**Close-up of the layout**

Region (17, 17) to (42, 42) um. Cells in grey, sequential cells in the stronger grey; small squares are vias.
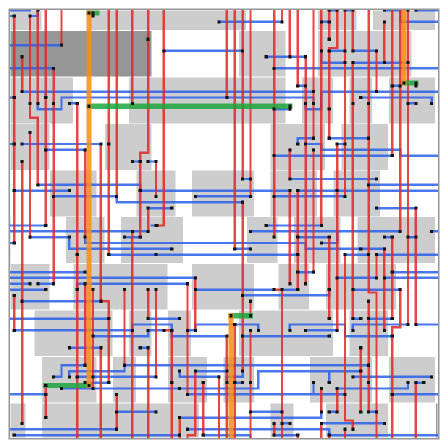
**Clock network drawn from the DEF**

Drawn at 10 px/um.
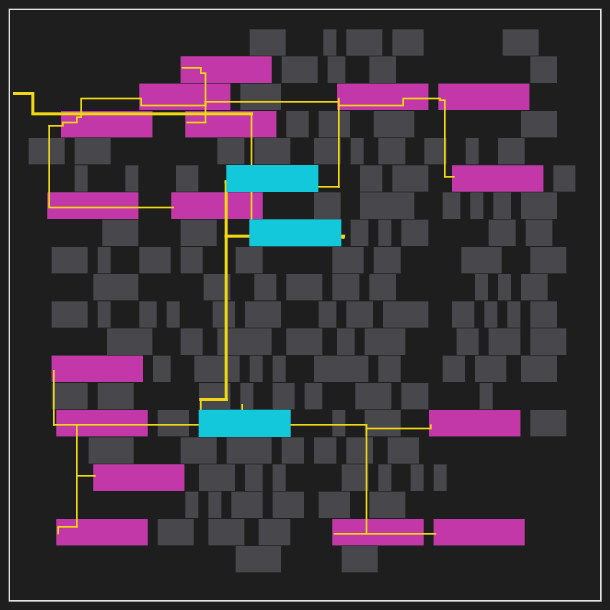
**Placement by cell class**

Drawn at 6 px/um. Fill, decap, tap and diode cells in grey.
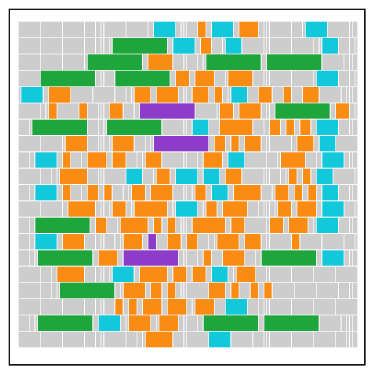
**Clock nets**

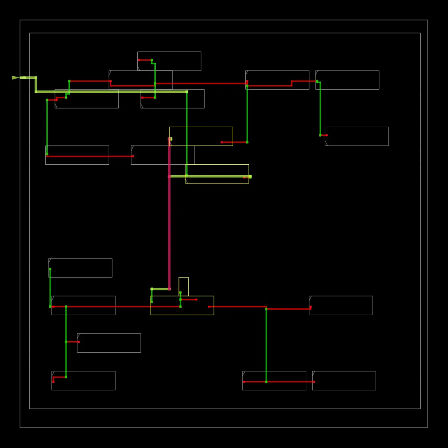
==> src/rtl/irrigation_controller_if.sv <==
// Sensor, request and valve/display bundle between the field side and the irrigation controller.
`timescale 1ns/1ps
interface irrigation_controller_if;
    logic       tick_1s;
    logic       H;
    logic       M;
    logic       L;
    logic       req_asp;
    logic       req_got;
    logic       Bs;
    logic       Vs;
    logic       Ve;
    logic       Error;
    logic [3:0] bcd;
    logic [3:0] bcd_10s;
    logic       done;

    // master drives sensors and requests; slave is the controller
    modport master (
        output tick_1s, H, M, L, req_asp, req_got,
        input  Bs, Vs, Ve, Error, bcd, bcd_10s, done
    );
    modport slave (
        input  tick_1s, H, M, L, req_asp, req_got,
        output Bs, Vs, Ve, Error, bcd, bcd_10s, done
    );
endinterface

==> src/rtl/irrigation_controller.sv <==
// Tank-fed sprinkler/drip sequencer with BCD countdown; all outputs registered, one-edge response.
// No backpressure. ERROR_LATCH_EN makes the sensor-fault state sticky until reset.
`timescale 1ns/1ps
module irrigation_controller #(
    parameter int ASP_TIME = 25,
    parameter int GOT_TIME = 50
) (
    input  logic                   clock,
    input  logic                   rst_n,
    irrigation_controller_if.slave bus
);
    typedef enum logic [2:0] {IDLE, FILL, ASP, GOT, ERR} state_t;

    localparam logic [3:0] ASP_TENS  = 4'(ASP_TIME / 10);
    localparam logic [3:0] ASP_UNITS = 4'(ASP_TIME % 10);
    localparam logic [3:0] GOT_TENS  = 4'(GOT_TIME / 10);
    localparam logic [3:0] GOT_UNITS = 4'(GOT_TIME % 10);

    state_t     state;
    logic       bs, vs, ve, err, done_r;
    logic [3:0] units, tens;
    logic       fault;

    // a higher sensor wet while a lower one is dry is physically impossible
    assign fault = (bus.H & ~bus.M) | (bus.M & ~bus.L);

    always_ff @(posedge clock or negedge rst_n) begin
        if (!rst_n) begin
            state  <= IDLE;
            bs     <= 1'b0;
            vs     <= 1'b0;
            ve     <= 1'b0;
            err    <= 1'b0;
            done_r <= 1'b0;
            units  <= 4'd0;
            tens   <= 4'd0;
        end else begin
            done_r <= 1'b0;
            if (fault) begin
                state <= ERR;
                bs    <= 1'b0;
                vs    <= 1'b0;
                ve    <= 1'b0;
                err   <= 1'b1;
                units <= 4'd0;
                tens  <= 4'd0;
            end else begin
                unique case (state)
                    IDLE: begin
                        if (!bus.L) begin
                            state <= FILL;
                            ve    <= 1'b1;
                        end else if (bus.req_asp) begin
                            state <= ASP;
                            bs    <= 1'b1;
                            tens  <= ASP_TENS;
                            units <= ASP_UNITS;
                        end else if (bus.req_got) begin
                            state <= GOT;
                            vs    <= 1'b1;
                            tens  <= GOT_TENS;
                            units <= GOT_UNITS;
                        end
                    end
                    FILL: begin
                        if (bus.H) begin
                            state <= IDLE;
                            ve    <= 1'b0;
                        end
                    end
                    ASP, GOT: begin
                        // running dry outranks the tick; remaining time is dropped
                        if (!bus.L) begin
                            state <= FILL;
                            bs    <= 1'b0;
                            vs    <= 1'b0;
                            ve    <= 1'b1;
                            units <= 4'd0;
                            tens  <= 4'd0;
                        end else if (bus.tick_1s) begin
                            if (tens == 4'd0 && units == 4'd1) begin
                                state  <= IDLE;
                                bs     <= 1'b0;
                                vs     <= 1'b0;
                                done_r <= 1'b1;
                                units  <= 4'd0;
                            end else if (units == 4'd0) begin
                                units <= 4'd9;
                                tens  <= tens - 4'd1;
                            end else begin
                                units <= units - 4'd1;
                            end
                        end
                    end
                    ERR: begin
`ifdef ERROR_LATCH_EN
                        state <= ERR;
`else
                        state <= IDLE;
                        err   <= 1'b0;
`endif
                    end
                    default: state <= IDLE;
                endcase
            end
        end
    end

    assign bus.Bs      = bs;
    assign bus.Vs      = vs;
    assign bus.Ve      = ve;
    assign bus.Error   = err;
    assign bus.done    = done_r;
    assign bus.bcd     = units;
    assign bus.bcd_10s = tens;
endmodule

==> src/flat_wrapper.sv <==
// flat-port wrapper written by rule: the top's interface ports become plain ports
module irrigation_controller_flat 
#(
    parameter int ASP_TIME = 25,
    parameter int GOT_TIME = 50
)
  (clock, rst_n, bus_tick_1s, bus_H, bus_M, bus_L, bus_req_asp, bus_req_got, bus_Bs, bus_Vs, bus_Ve, bus_Error, bus_bcd, bus_bcd_10s, bus_done);
  irrigation_controller_if bus_i ();
  input  logic clock;
  input  logic rst_n;
  input wire logic [$bits(bus_i.tick_1s)-1:0] bus_tick_1s;
  input wire logic [$bits(bus_i.H)-1:0] bus_H;
  input wire logic [$bits(bus_i.M)-1:0] bus_M;
  input wire logic [$bits(bus_i.L)-1:0] bus_L;
  input wire logic [$bits(bus_i.req_asp)-1:0] bus_req_asp;
  input wire logic [$bits(bus_i.req_got)-1:0] bus_req_got;
  output wire logic [$bits(bus_i.Bs)-1:0] bus_Bs;
  output wire logic [$bits(bus_i.Vs)-1:0] bus_Vs;
  output wire logic [$bits(bus_i.Ve)-1:0] bus_Ve;
  output wire logic [$bits(bus_i.Error)-1:0] bus_Error;
  output wire logic [$bits(bus_i.bcd)-1:0] bus_bcd;
  output wire logic [$bits(bus_i.bcd_10s)-1:0] bus_bcd_10s;
  output wire logic [$bits(bus_i.done)-1:0] bus_done;
  assign bus_i.tick_1s = bus_tick_1s;
  assign bus_i.H = bus_H;
  assign bus_i.M = bus_M;
  assign bus_i.L = bus_L;
  assign bus_i.req_asp = bus_req_asp;
  assign bus_i.req_got = bus_req_got;
  assign bus_Bs = bus_i.Bs;
  assign bus_Vs = bus_i.Vs;
  assign bus_Ve = bus_i.Ve;
  assign bus_Error = bus_i.Error;
  assign bus_bcd = bus_i.bcd;
  assign bus_bcd_10s = bus_i.bcd_10s;
  assign bus_done = bus_i.done;
  irrigation_controller #(.ASP_TIME(ASP_TIME), .GOT_TIME(GOT_TIME)) u_core (.clock(clock), .rst_n(rst_n), .bus(bus_i));
endmodule
==> config.mk <==
export PLATFORM = sky130hd
export DESIGN_NAME = irrigation_controller_flat
export DESIGN_NICKNAME = d
export VERILOG_FILES = /design/src/rtl/irrigation_controller_if.sv /design/src/rtl/irrigation_controller.sv /design/src/flat_wrapper.sv
export SDC_FILE = /design/constraint.sdc
export NUM_CORES = 1
export LEC_CHECK = 0
export CAP_MARGIN = 40
export CELL_PAD_IN_SITES_DETAIL_PLACEMENT = 1
export CELL_PAD_IN_SITES_GLOBAL_PLACEMENT = 1
export CORE_UTILIZATION = 35
export CTS_BUF_LIST = sky130_fd_sc_hd__clkbuf_16
export DETAILED_ROUTE_END_ITERATION = 16
export PLACE_DENSITY = 0.76
export SYNTH_ARGS = -nofsm -noshare
export SYNTH_HDL_FRONTEND = slang
export SYNTH_SLANG_ARGS = --single-unit
==> constraint.sdc <==
create_clock -name clock -period 2.2 [get_ports clock]
set_input_delay 0.44 -clock clock [delete_from_list [all_inputs] [get_ports clock]]
set_output_delay 0.44 -clock clock [all_outputs]
set_load 0.005 [all_outputs]
==> impl_metrics.json <==
{
  "ys_cells": 116,
  "viasPerCell": 5.36,
  "nNetsFinal": 163,
  "topCombFamilyByArea": "simple AND/OR/NAND/NOR gates",
  "syn_inst": 116,
  "wl_met1_um": 1460,
  "avgSynthCellArea_um2": 9.80,
  "syn-cell-area_um2": 1140,
  "finalMaxSlewViolations": 0,
  "synth_seq_share": 0.352,
  "top_area_cell": "dfrtp_1",
  "holdWs_ps": 498,
  "highest_layer": "met4",
  "cp_max_fo": 6,
  "power_uw": 1120,
  "antenna_left": 0,
  "ys_sh_simple": 0.237,
  "grt_util_met2": 0.354,
  "tool_warnings": 29,
  "critPathBufInv": 1,
  "yosysTopAreaCellShare": 0.352,
  "fmax_ghz": 0.494,
  "crit_arrival_ps": 2150,
  "timing.critical_path.from": "u_core.bus.bcd[0]",
  "period_used_share": 0.921,
  "ioPinCount": 21,
  "placed_cells": 189,
  "fp_nets": 129,
  "synthFlopType": "dfrtp_1",
  "hold_depth": 2,
  "cp_slowest_cell": "or3b_2",
  "die_w_um": 59.0,
  "cp_top_family": "simple AND/OR/NAND/NOR gates",
  "setup_viol": 0,
  "cts_buffer_depth": 2,
  "max-cap-violations": 0,
  "die_h_um": 59.0,
  "cts_tree": "done",
  "final_cell_mix": "clkdlybuf4s50_1 (20), dfrtp_1 (16), buf_4 (12), inv_1 (11), nand2_1 (7)",
  "antennaDiodeCount": 0,
  "post_cts_resized": 0,
  "synthTopCellsByCount": "dfrtp_1 (16), inv_1 (11), nand2_1 (7)",
  "clkSlewWorstSetupHoldPaths_ps": 50,
  "setup_ws_ps": 174,
  "drcViolationCount": 0,
  "crit_type": "flop to flop",
  "ys_sh_aoi": 0.226,
  "clock-sinks": 16,
  "syn_to_final_growth_pct": 34.9,
  "async_flop_share": 1.00,
  "grt_pass1_vias": 1140,
  "wl_met3_um": 115,
  "ys.flops": 16,
  "grt_usage": 0.223,
  "grt_pass1_wl_um": 5720,
  "hold_path_class": "flop to flop",
  "outcome": "complete, no violations",
  "wl_met2_um": 1620,
  "grt_max_degree": 17,
  "die_area_um2": 3480,
  "synthMuxAreaShare": 0.0550,
  "slowest_delay_ps": 520,
  "ys_sh_xor": 0.0154,
  "crit_required_ps": 2330,
  "end_kind": "flop",
  "vias": 1035,
  "hold_path_startpoint": "u_core.bus.Error",
  "p_leak_uw": 0.000657,
  "edf_count": 0,
  "r2r_end": "u_core.bus.bcd_10s[3]"
}
-- 'close-up of the layout' (at the start) --
layer	colour
met4	orange
met2	red
met1	blue
met3	green
cells with their middle in the window	41
most frequent	buf_4 (5), nand4_1 (3)
netlist names of flops here include	u_core.state (1)
sequential cells in the window	1

-- 'clock network drawn from the DEF' (at the start) --
[cells driving clock nets] cyan | count: 3
[flip-flops] magenta | count: 16
[clock wires] yellow | length: 252 um
routed clock nets	4

-- 'placement by cell class' (at the start) --
class	colour	cells	share of their area
flip-flops	green	16	27%
clock drivers and dummy loads	purple	4	5.3%
all other logic	orange	97	48%
other buffers and delay cells	cyan	32	20%
Seq/total area: 0.261
row cnt: 20
Placeable Area: 3080 um^2
Final Util: 0.498
final instance area: 1530 um^2

-- 'clock nets' (at the start) --
CLK BUF: 3
total CTS buffers: 3
skew final: 3.67 ps
Clock group: 359 uW
flop count: 16

final cells by class:
type	count	area, um^2	area share
clock buffer	3	75.1	0.0489
tap	44	55.1	0.0359
inverter	11	41.3	0.0269
clock inverter	1	3.75	0.00245
sequential	16	400	0.261
multi-input combinational	86	668	0.436
timing repair buffer	32	290	0.189
report_power, final:
| group | switching [uW] | total (uW) | internal (uW) |
|---|---|---|---|
| Combinational | 177 | 372 | 195 |
| Clock | 118 | 359 | 241 |
| Sequential | 51.5 | 387 | 336 |
registers in the layout, indices dropped and copies added, names as in the netlist:
name / count
u_core.bus.bcd: 4
u_core.bus.Error: 1
u_core.state: 3
u_core.bus.done: 1
u_core.bus.Vs: 1
u_core.bus.Bs: 1
u_core.bus.Ve: 1
u_core.bus.bcd_10s: 4
Power figures rest on the tool's default switching activity, not on a simulated workload.
